===== src/rtl/forward_activate_pkg.sv =====
// Shared definitions for the forward activation stage and its neighbouring stages:
// mode encodings, buffer-style selectors and the accumulator width rule.
package forward_activate_pkg;

   typedef enum logic {
      MODE_TEST  = 1'b0,
      MODE_TRAIN = 1'b1
   } mode_e;

   localparam string BURST_YES = "yes";
   localparam string BURST_NO  = "no";

   // Accumulator width for a fan-in of np products of wv-bit values.
   function automatic int fa_wa_width(input int np, input int wv);
      return $clog2(np) + 1 + wv;
   endfunction

endpackage


===== src/rtl/activate_element.sv =====
// One neuron: ReLU, right shift and saturation to WV bits, plus the ReLU derivative bit.
// Purely combinational; no handshake.
module activate_element #(
   parameter int WA    = 9,
   parameter int WV    = 5,
   parameter int SHIFT = 0
) (
   input  logic signed [WA-1:0] a,
   output logic        [WV-1:0] out,
   output logic                 mask
);

   localparam logic [WA-1:0] SAT = WA'((1 << (WV - 1)) - 1);

   logic [WA-1:0] r;
   logic [WA-1:0] s;

   always_comb begin
      mask = !a[WA-1] && (a != '0);
      r    = mask ? a : '0;
      // r is never negative here, so a logical shift equals the arithmetic one
      s    = r >> SHIFT;
      out  = (s > SAT) ? SAT[WV-1:0] : s[WV-1:0];
   end

endmodule


===== src/rtl/forward_activate.sv =====
// Activates the accumulator vector into the next State vector (and TRAIN-mode derivative mask).
// Latency 1 cycle; 2-entry (BURST) or 1-entry buffer, registered ready, outputs drain independently.
module forward_activate
   import forward_activate_pkg::*;
#(
   parameter int    NP    = 7,
   parameter int    NC    = 11,
   parameter int    WV    = 5,
   parameter int    SHIFT = 0,
   parameter string BURST = BURST_YES,
   localparam int   WA    = fa_wa_width(NP, WV)
) (
   input  logic             iCLK,
   input  logic             iRST,
   input  logic             iMode,
   input  logic             iValid_AM_Accum,
   output logic             oReady_AM_Accum,
   input  logic [NC*WA-1:0] iData_AM_Accum,
   output logic             oValid_BM_State,
   input  logic             iReady_BM_State,
   output logic [NC*WV-1:0] oData_BM_State,
   output logic             oValid_BM_Mask,
   input  logic             iReady_BM_Mask,
   output logic [NC-1:0]    oData_BM_Mask
);

   localparam bit IS_BURST = (BURST == BURST_YES);

   typedef struct packed {
      logic             vld;
      logic [NC*WV-1:0] st;
      logic [NC-1:0]    mk;
      logic             ds;
      logic             dm;
   } entry_t;

   entry_t           head_q, head_d;
   entry_t           tail_q, tail_d;
   entry_t           fresh;
   logic             rdy_q, rdy_d;
   logic [NC*WV-1:0] act_st;
   logic [NC-1:0]    act_mk;
   logic             xfer_s, xfer_m, retire, accept;

   for (genvar i = 0; i < NC; i++) begin : g_elem
      activate_element #(
         .WA    (WA),
         .WV    (WV),
         .SHIFT (SHIFT)
      ) u_elem (
         .a    (iData_AM_Accum[i*WA +: WA]),
         .out  (act_st[i*WV +: WV]),
         .mask (act_mk[i])
      );
   end

   always_comb begin
      xfer_s   = head_q.vld && !head_q.ds && iReady_BM_State;
      xfer_m   = head_q.vld && !head_q.dm && iReady_BM_Mask;
      retire   = head_q.vld && (head_q.ds || xfer_s) && (head_q.dm || xfer_m);
      accept   = iValid_AM_Accum && rdy_q;

      fresh     = '0;
      fresh.vld = 1'b1;
      fresh.st  = act_st;
      fresh.mk  = act_mk;
      fresh.dm  = !(iMode == MODE_TRAIN);

      head_d    = head_q;
      tail_d    = tail_q;
      head_d.ds = head_q.ds | xfer_s;
      head_d.dm = head_q.dm | xfer_m;
      if (retire) begin
         head_d = tail_q;
         tail_d = '0;
      end
      // A new vector lands in the first slot left free after this cycle's retire
      if (accept) begin
         if (!head_d.vld) begin
            head_d = fresh;
         end else if (IS_BURST) begin
            tail_d = fresh;
         end
      end

      rdy_d = IS_BURST ? !(head_d.vld && tail_d.vld) : !head_d.vld;
   end

   always_ff @(posedge iCLK) begin
      if (iRST) begin
         head_q <= '0;
         tail_q <= '0;
         rdy_q  <= 1'b0;
      end else begin
         head_q <= head_d;
         tail_q <= tail_d;
         rdy_q  <= rdy_d;
      end
   end

   assign oReady_AM_Accum = rdy_q;
   assign oValid_BM_State = head_q.vld && !head_q.ds;
   assign oValid_BM_Mask  = head_q.vld && !head_q.dm;
   assign oData_BM_State  = head_q.st;
   assign oData_BM_Mask   = head_q.mk;

endmodule


===== config.mk =====
export PLATFORM = sky130hd
export DESIGN_NAME = forward_activate
export DESIGN_NICKNAME = d
export VERILOG_FILES = /design/src/rtl/forward_activate_pkg.sv /design/src/rtl/activate_element.sv /design/src/rtl/forward_activate.sv
export SDC_FILE = /design/constraint.sdc
export NUM_CORES = 1
export LEC_CHECK = 0
export CORE_ASPECT_RATIO = 1.2
export CORE_MARGIN = 1.5
export CORE_UTILIZATION = 40
export CTS_CLUSTER_SIZE = 20
export DETAILED_ROUTE_END_ITERATION = 7
export MAX_ROUTING_LAYER = met4
export PLACE_DENSITY = 0.76
export SYNTH_ARGS = -nofsm -noshare
export SYNTH_HDL_FRONTEND = slang
export SYNTH_HIERARCHICAL = 1
export SYNTH_SLANG_ARGS = --single-unit

===== constraint.sdc =====
create_clock -name iCLK -period 2.03 [get_ports iCLK]
set_clock_uncertainty 0.15 [all_clocks]
set_input_delay 0.406 -clock iCLK [delete_from_list [all_inputs] [get_ports iCLK]]
set_output_delay 0.406 -clock iCLK [all_outputs]
set_load 0.01 [all_outputs]

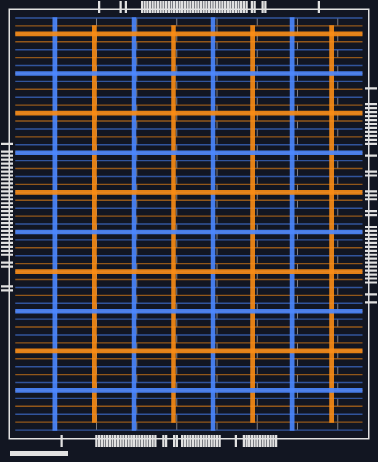
(run_1/pdn.png)
The bar under the picture is 20 um long. Pins as bars on the die edge. Tap cells in gray.
Key: orange = VDD; blue = VSS
216 tap cells. 174 signal pins sit on the boundary.
die width: 123 um
Peak VDD IR: 631 uV
core area: 0.0169 mm^2

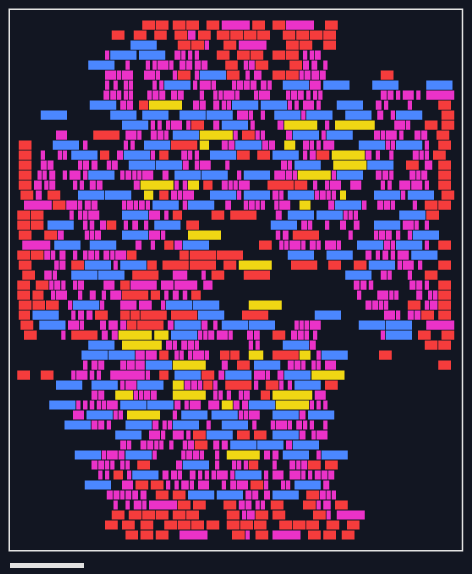
(run_1/cell_classes.png)
The bar under the picture is 20 um long.
Key: red = other buffers and delay cells [cells 217, share of their area 26%]; yellow = clock drivers and dummy loads [cells 32, share of their area 7.0%]; magenta = all other logic [cells 625, share of their area 36%]; blue = flip-flops [cells 139, share of their area 31%]

==> impl_metrics.ini, run 1 <==
; implementation run metrics
[power]
p_leak_nw = 3.33

[worst_setup_path]
cp_slowest_stage_delay_ns = 0.60
path_max_fanout = 3
path_buffers = 1
cp-start-kind = flop

[finish]
area_growth_syn_to_layout_pct = 33.9

[outcome]
status = finished clean

[die]
chip_area_mm2 = 0.0181

[detailed_routing]
vias = 6356
top_layer = met4

[clock_tree]
cts_sinks = 139
clkTransAtPathRegs_ns = 0.06
cts-root-buf = clkbuf_16
postCtsSetupRepairBufs = 0

[grt]
antenna_found_initial = 0
grt_max_degree = 46

[job]
cap_violations = 0

[synth]
synth_area_leader_cell = dfxtp_1

[final_timing]
grt_setup_unrepaired = false

[place]
gp_congestion = 0.799
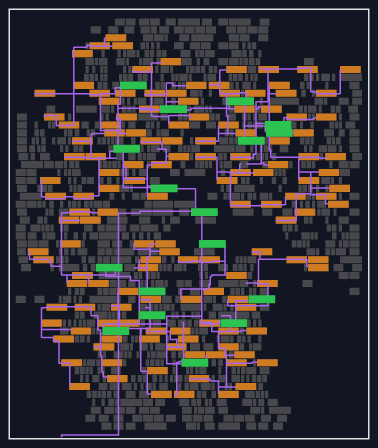
(run_1/clock_map.png)
Key: green = cells driving clock nets [count 17]; orange = flip-flops [count 139]; purple = clock wires [length 1740 um]
Position of the flops: all over the die. There are 18 routed clock nets.
Clk. pwr: 3.26 mW
Clock power frac: 0.440
clock latency on the worst-skew pair: 0.42 ns

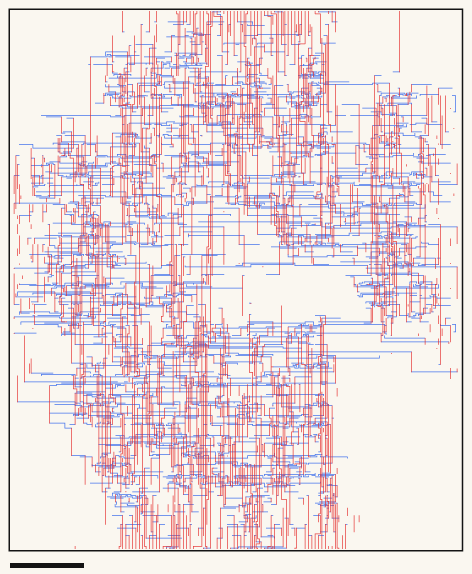
(run_1/metal_stack.png)
The bar under the picture is 20 um long. Only two layers are drawn.
Key: red = met2 [wire length 8850 um]; blue = met1 [wire length 7430 um]
GRT Total Usage: 0.197
routed wire length: 17300 um
wire per inst: 14.1 um

-- run 1: metal layers --
metal / up-vias / GRT usage
met5: - / -
met4: 0 / 0.0762
met3: 26 / 0.0388
met2: 147 / 0.327
met1: 2990 / 0.234
li1: 3193 / -
-- run 1: synthesized netlist by cell type --
master / count
a211o_1: 1
a211oi_2: 1
a21o_1: 1
a21oi_1: 125
a311oi_1: 66
buf_2: 30
buf_4: 82
buf_6: 1
clkbuf_1: 32
conb_1: 11
dfxtp_1: 139
inv_1: 46
maj3_1: 1
nand2_1: 201
nand3_1: 66
nand3b_1: 1
nand4b_1: 1
nor2_1: 68
nor2_2: 1
nor2b_1: 1
nor3_1: 1
nor4_1: 11
nor4_4: 11
nor4b_1: 1
o211ai_1: 1
o21ai_0: 3
o221ai_2: 1
o22a_1: 2
o22ai_2: 1
o31ai_1: 1
or2_0: 1
-- run 1: power groups by stage --
stage / combinational (mW) / clock [mW] / sequential (mW)
after floorplan: 0.674 / 0 / 2.99
after global placement: 1.17 / 0 / 3.02
after detailed placement: 1.19 / 0 / 3.02
after CTS: 1.19 / 3.32 / 2.96
after global routing: 1.28 / 3.44 / 2.98
final: 1.19 / 3.26 / 2.96
-- run 1: sequential cells by signal, summed over array words and instances, names as in the netlist --
signal,cells
oData_BM_Mask,11
oReady_AM_Accum,1
tail_q,69
head_q,3
oData_BM_State,55
-- run 1: metrics by stage --
| stage | std cells | instance area (um^2) | setup TNS, ns | utilization | power [mW] |
|---|---|---|---|---|---|
| 2_1_floorplan | 909 | 6900 | 0 | - | 3.67 |
| 3_3_place_gp | 1197 | 8620 | -14.99 | 0.512 | 4.19 |
| 3_5_place_dp | 1197 | 8620 | -20.55 | 0.512 | 4.21 |
| 4_1_cts | 1229 | 9240 | 0 | 0.548 | 7.47 |
| 5_1_grt | 1229 | 9240 | 0 | 0.548 | 7.69 |
| 6_report | 1229 | 9240 | 0 | 0.548 | 7.41 |
-- run 1: area by class of cell --
cell class              count  area share
inverters                  46      0.0187
clock inverters            14      0.0200
multi-input cells         579       0.334
clock buffers              18      0.0475
well taps                 216      0.0292
repair buffers            217       0.250
flip-flops and latches    139       0.301
-- run 1: worst paths after layout --
kind | start | to | slack, ns | cells after the start
setup reg to reg | head_q[0]$_SDFF_PP0_ | oData_BM_State[4]$_SDFF_PP0_ | 0.24 | 6
hold reg to reg | tail_q[56]$_SDFF_PP0_ | tail_q[56]$_SDFF_PP0_ | 0.31 | 2
hold / removal | iRST | tail_q[56]$_SDFF_PP0_ | 0.31 | 2
setup / recovery | oReady_AM_Accum$_SDFF_PP0_ | oReady_AM_Accum | 0.11 | 1
-- run 1: what timing repair did --
item | 4_1_cts | 5_1_grt
setup endpoints to repair | 2 | 0
hold buffers | 0 | 0
gates resized | 2 | 0
-- run 1: kinds of logic after synthesis --
kind of cell,count (synthesis),share of synthesized area
other,11,0.00598
adders and majority gates,1,0.00145
AOI/OAI and AO/OA,203,0.189
buffers and inverters,191,0.155
DFF,139,0.403
and+or+nand+nor,364,0.245
==> inputs of run 2 (changes only) <==
- CTS_CLUSTER_DIAMETER: default -> 40
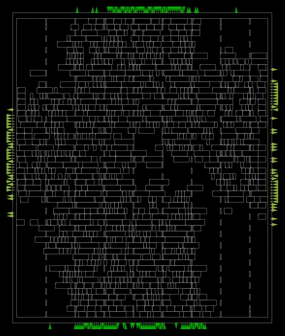
(run_2/final_placement.png)
final std cells w/o fill: 1229
Flop Count: 139
Final Core Density: 0.548
# rows: 52

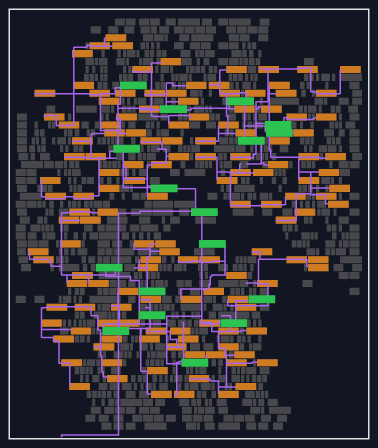
(run_2/clock_map.png)
Key: green = cells driving clock nets [count 17]; purple = clock wires [length 1740 um]; orange = flip-flops [count 139]
There are 18 routed clock nets. Position of the flops: all over the die.

==> run 2 against run 1 <==
Net effect:
- utilization stayed put
- clock power about the same
- critical path type unchanged
- sequential power about the same
- largest power group unchanged
- sequential cell count unchanged
- via count unchanged
- routed wire length stayed put
- sequential share of layout area unchanged
==> impl_metrics.ini, run 2 <==
; implementation run metrics
[grt]
antenna_found_initial = 0
track_usage = 0.197

[worst_setup_path]
worstSetupStartpoint = oReady_AM_Accum$_SDFF_PP0_
cp_slowest_stage_delay_ns = 0.60
path_max_fanout = 3
r2r_start = head_q[0]$_SDFF_PP0_
path_depth = 1
r2r_end = oData_BM_State[4]$_SDFF_PP0_
critPathCapture = oReady_AM_Accum
reg2reg_depth = 6
regToRegSetupSlack_ns = 0.24
cp-start-kind = flop

[outcome]
status = finished clean

[detailed_routing]
vias = 6356
post_drt_wl_per_cell_um = 14.1
routed_wl_um = 17300

[place]
dpl_cell_area_mm2 = 0.00862

[synth]
async_flop_share = 0
ff_type = dfxtp_1
edf_count = 0
synth_area_leader_cell = dfxtp_1
synthTopCellsByCount = 201 x nand2_1, 139 x dfxtp_1, 125 x a21oi_1
yosysMostFrequentCell = nand2_1

[die]
coreArea_mm2 = 0.0169
chip_area_mm2 = 0.0181
fp.dieW_um = 123

[clock_tree]
clkTransAtPathRegs_ns = 0.06
cts_sinks = 139
clock_latency_ns = 0.42

[final_timing]
tns_ns = 0
grt_setup_unrepaired = false

[job]
cap_violations = 0

[finish]
largest_register = tail_q
final_cell_area_mm2 = 0.00924
largest_reg_flops = 69
area_growth_syn_to_layout_pct = 33.9
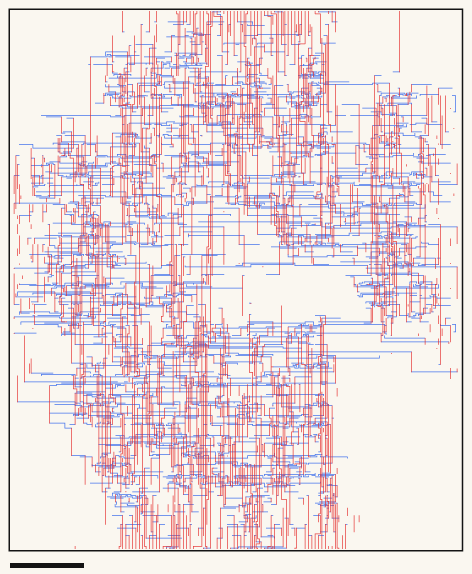
(run_2/metal_stack.png)
The bar under the picture is 20 um long. Only two layers are drawn.
Key: blue = met1 [wire length 7430 um]; red = met2 [wire length 8850 um]

## run 2: how the worst min path moves through the flow
stage | start | end | slack, ns | depth (start not counted)
after floorplan | tail_q[10]$_SDFF_PP0_ | tail_q[10]$_SDFF_PP0_ | 0.30 | 2
after global placement | tail_q[33]$_SDFF_PP0_ | tail_q[33]$_SDFF_PP0_ | 0.30 | 2
after detailed placement | tail_q[56]$_SDFF_PP0_ | tail_q[56]$_SDFF_PP0_ | 0.31 | 2
after CTS | iRST | tail_q[51]$_SDFF_PP0_ | 0.30 | 2
after global routing | iRST | tail_q[45]$_SDFF_PP0_ | 0.33 | 2
final | iRST | tail_q[56]$_SDFF_PP0_ | 0.31 | 2
## run 2: final cells by class
class / instances / area (um^2) / area share
clock buffers: 18 / 439 / 0.0475
clock inverters: 14 / 185 / 0.0200
inverters: 46 / 173 / 0.0187
multi-input cells: 579 / 3080 / 0.334
flip-flops and latches: 139 / 2780 / 0.301
well taps: 216 / 270 / 0.0292
repair buffers: 217 / 2310 / 0.250
## run 2: through the flow
stage	cells	total power [mW]	hold slack, ns
2_1_floorplan	909	3.67	0.298
3_3_place_gp	1197	4.19	0.303
3_5_place_dp	1197	4.21	0.308
4_1_cts	1229	7.47	0.300
5_1_grt	1229	7.69	0.327
6_report	1229	7.41	0.315
## run 2: what timing repair did
| action | 4_1_cts | 5_1_grt |
|---|---|---|
| setup buffers | 0 | 0 |
| gates resized | 2 | 0 |
| setup endpoints to repair | 2 | 0 |
## run 2: layer usage
layer	vias to the layer above	global-route usage	part of all wire	wire length, um
met5	-	-	0	0
met4	0	0.0762	0.023	397
met3	26	0.0388	0.038	661
met2	147	0.327	0.51	8850
met1	2990	0.234	0.43	7430
li1	3193	-	-	-
## run 2: where the power goes
group | internal, mW | switching (mW)
Sequential | 2.88 | 0.0848
Combinational | 0.622 | 0.563
Clock | 2.00 | 1.26
Total | 5.50 | 1.91
## run 2: kinds of logic after synthesis
kind of cell,share of synthesized area
AND/OR/NAND/NOR,0.245
AND-OR/OR-AND,0.189
buffers and inverters,0.155
flip-flops,0.403
other,0.00598
adder cells (fa/ha/maj),0.00145
==> inputs of run 3 (changes only) <==
- CELL_PAD_IN_SITES_DETAIL_PLACEMENT: default -> 1
- CELL_PAD_IN_SITES_GLOBAL_PLACEMENT: default -> 2
- CORE_UTILIZATION: 40 -> 28
- CTS_BUF_LIST: default -> sky130_fd_sc_hd__clkbuf_4 sky130_fd_sc_hd__clkbuf_8 sky130_fd_sc_hd__clkbuf_16
- PLACE_DENSITY: 0.76 -> 0.9
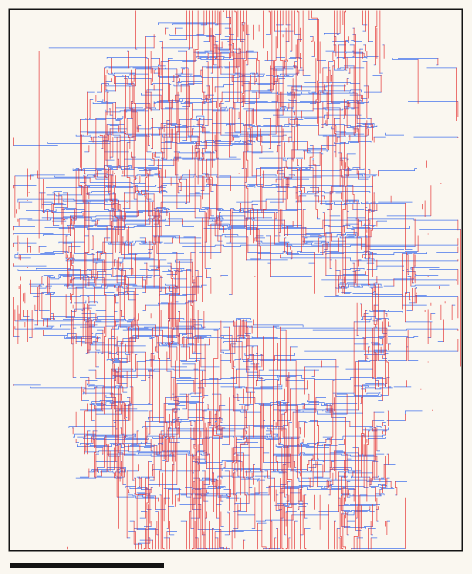
(run_3/metal_stack.png)
The bar under the picture is 50 um long. Only two layers are drawn.
Key: blue = met1 [wire length 9110 um]; red = met2 [wire length 10400 um]

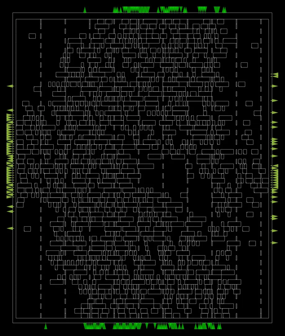
(run_3/final_placement.png)
Tapcells: 320
# rows: 62
Seq area share: 0.304
final std cells w/o fill: 1315

==> run 3 against run 2 <==
Net effect:
- critical path depth stayed put
- cell area is 0.95% lower
- utilization is 17 points lower
- non-clock buffer count is 11 lower
- sequential cell count stayed put
- routed wire length is 19% higher
- critical endpoint unchanged
==> impl_metrics.ini, run 3 <==
; implementation run metrics
[outcome]
status = finished clean

[job]
cap_violations = 0

[detailed_routing]
routed_wl_um = 20600
post_drt_wl_per_cell_um = 15.7
vias = 6357

[die]
chip_area_mm2 = 0.0256
die_h_um = 175
fp.dieW_um = 146
coreArea_mm2 = 0.0240

[synth]
synth_area_leader_cell = dfxtp_1
syn_nets = 1014
async_flop_share = 0
edf_count = 0
yosysMostFrequentCell = nand2_1
ff_type = dfxtp_1
syn_area_per_cell_um2 = 7.59
netlist_area_mm2 = 0.00690
synthTopCellsByCount = 201 x nand2_1, 139 x dfxtp_1, 125 x a21oi_1
yosysWarnings = 6

[clock_tree]
postCtsSetupRepairBufs = 0
cts_tree = built
htreeDepth = 4
clockBufferDepth = 2
cts_sinks = 139
cts-root-buf = clkbuf_16
clkTransAtPathRegs_ns = 0.05
clock_latency_ns = 0.41
tritoncts.num_buffers = 17

[worst_setup_path]
cp-start-kind = flop
cp_slowest_stage_delay_ns = 0.61
path_max_fanout = 3
path_cells = clkdlybuf4s50_1

[power]
fin_total_pwr_mw = 6.89
powerDensity_mw_per_mm2 = 753

[grt]
track_usage = 0.169
antenna_found_initial = 0
grt_pass1_wl_um = 33900

[finish]
nNetsFinal = 1094
area_growth_syn_to_layout_pct = 32.6
largest_reg_flops = 69
largest_register = tail_q

[place]
place_inst = 1290

[final_timing]
post-route-period-util = 0.958
slew_viol_final = 0
fin_crit_ns = 1.94
grt_setup_unrepaired = false
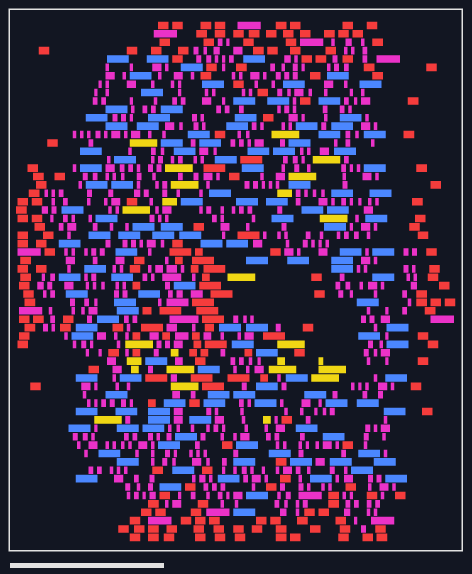
(run_3/cell_classes.png)
The bar under the picture is 50 um long.
Key: red = other buffers and delay cells [cells 206, share of their area 25%]; blue = flip-flops [cells 139, share of their area 32%]; magenta = all other logic [cells 625, share of their area 37%]; yellow = clock drivers and dummy loads [cells 25, share of their area 5.7%]

-- run 3: netlist changes by cell type in the layout (fill, tap and decap cells not counted), sizes merged --
cell    change
inv         -6
clkbuf      +4
bufinv      -3
buf        -11
clkinv      -2
-- run 3: worst paths after layout --
check | from | to | slack [ns] | depth (start not counted)
worst min-delay path | iRST | oData_BM_Mask[7]$_SDFF_PP0_ | 0.08 | 2
worst max register to register | head_q[0]$_SDFF_PP0_ | oData_BM_State[53]$_SDFF_PP0_ | 0.24 | 6
worst min register to register | tail_q[46]$_SDFF_PP0_ | tail_q[46]$_SDFF_PP0_ | 0.32 | 2
worst max-delay path | oReady_AM_Accum$_SDFF_PP0_ | oReady_AM_Accum | 0.09 | 1
-- run 3: cells by family (layout without fill, tap and decap cells) --
group / Yosys count / in the layout / share of synthesized area
AOI/OAI and AO/OA: 203 / 203 / 0.189
and+or+nand+nor: 364 / 364 / 0.245
DFF: 139 / 139 / 0.403
other: 11 / 11 / 0.00598
buffers and inverters: 191 / 277 / 0.155
adders and majority gates: 1 / 1 / 0.00145
-- run 3: power breakdown --
part	internal [mW]	total (mW)	switching [mW]
Sequential	2.88	2.97	0.0889
Clock	1.63	2.74	1.10
Combinational	0.606	1.19	0.581
-- run 3: final cells by class --
type	instances	area [um^2]
clock buffer	22	482
clock inverter	3	20.0
inverter	46	173
fill	2897	14900
sequential	139	2780
multi-input combinational	579	3080
timing repair buffer	206	2210
tap	320	400
-- run 3: per-stage QoR --
step / setup WS, ns / hold WS [ns] / cell area [um^2] / setup TNS [ns] / utilization
finish: 0.0859 / 0.0770 / 9150 / 0 / 0.381
global route: 0.0300 / 0.0714 / 9150 / 0 / 0.381
CTS: 0.0674 / 0.0582 / 9150 / 0 / 0.381
detailed placement: -0.292 / 0.309 / 8650 / -27.65 / 0.360
global placement: -0.184 / 0.303 / 8650 / -20.61 / 0.360
floorplan: 0.318 / 0.298 / 6900 / 0 / -
-- run 3: metal layers --
layer / global-route usage / vias to the layer above / share of wire
met4: 0.0484 / 0 / 0.015
li1: - / 3158 / -
met3: 0.0410 / 19 / 0.039
met2: 0.282 / 106 / 0.50
met1: 0.201 / 3074 / 0.44
met5: - / - / 0
-- run 3: repair_timing --
action / in CTS / in global routing
gates resized: 2 / 0
setup endpoints to repair: 2 / 0
hold buffers: 0 / 0
Power figures rest on the tool's default switching activity, not on a simulated workload.
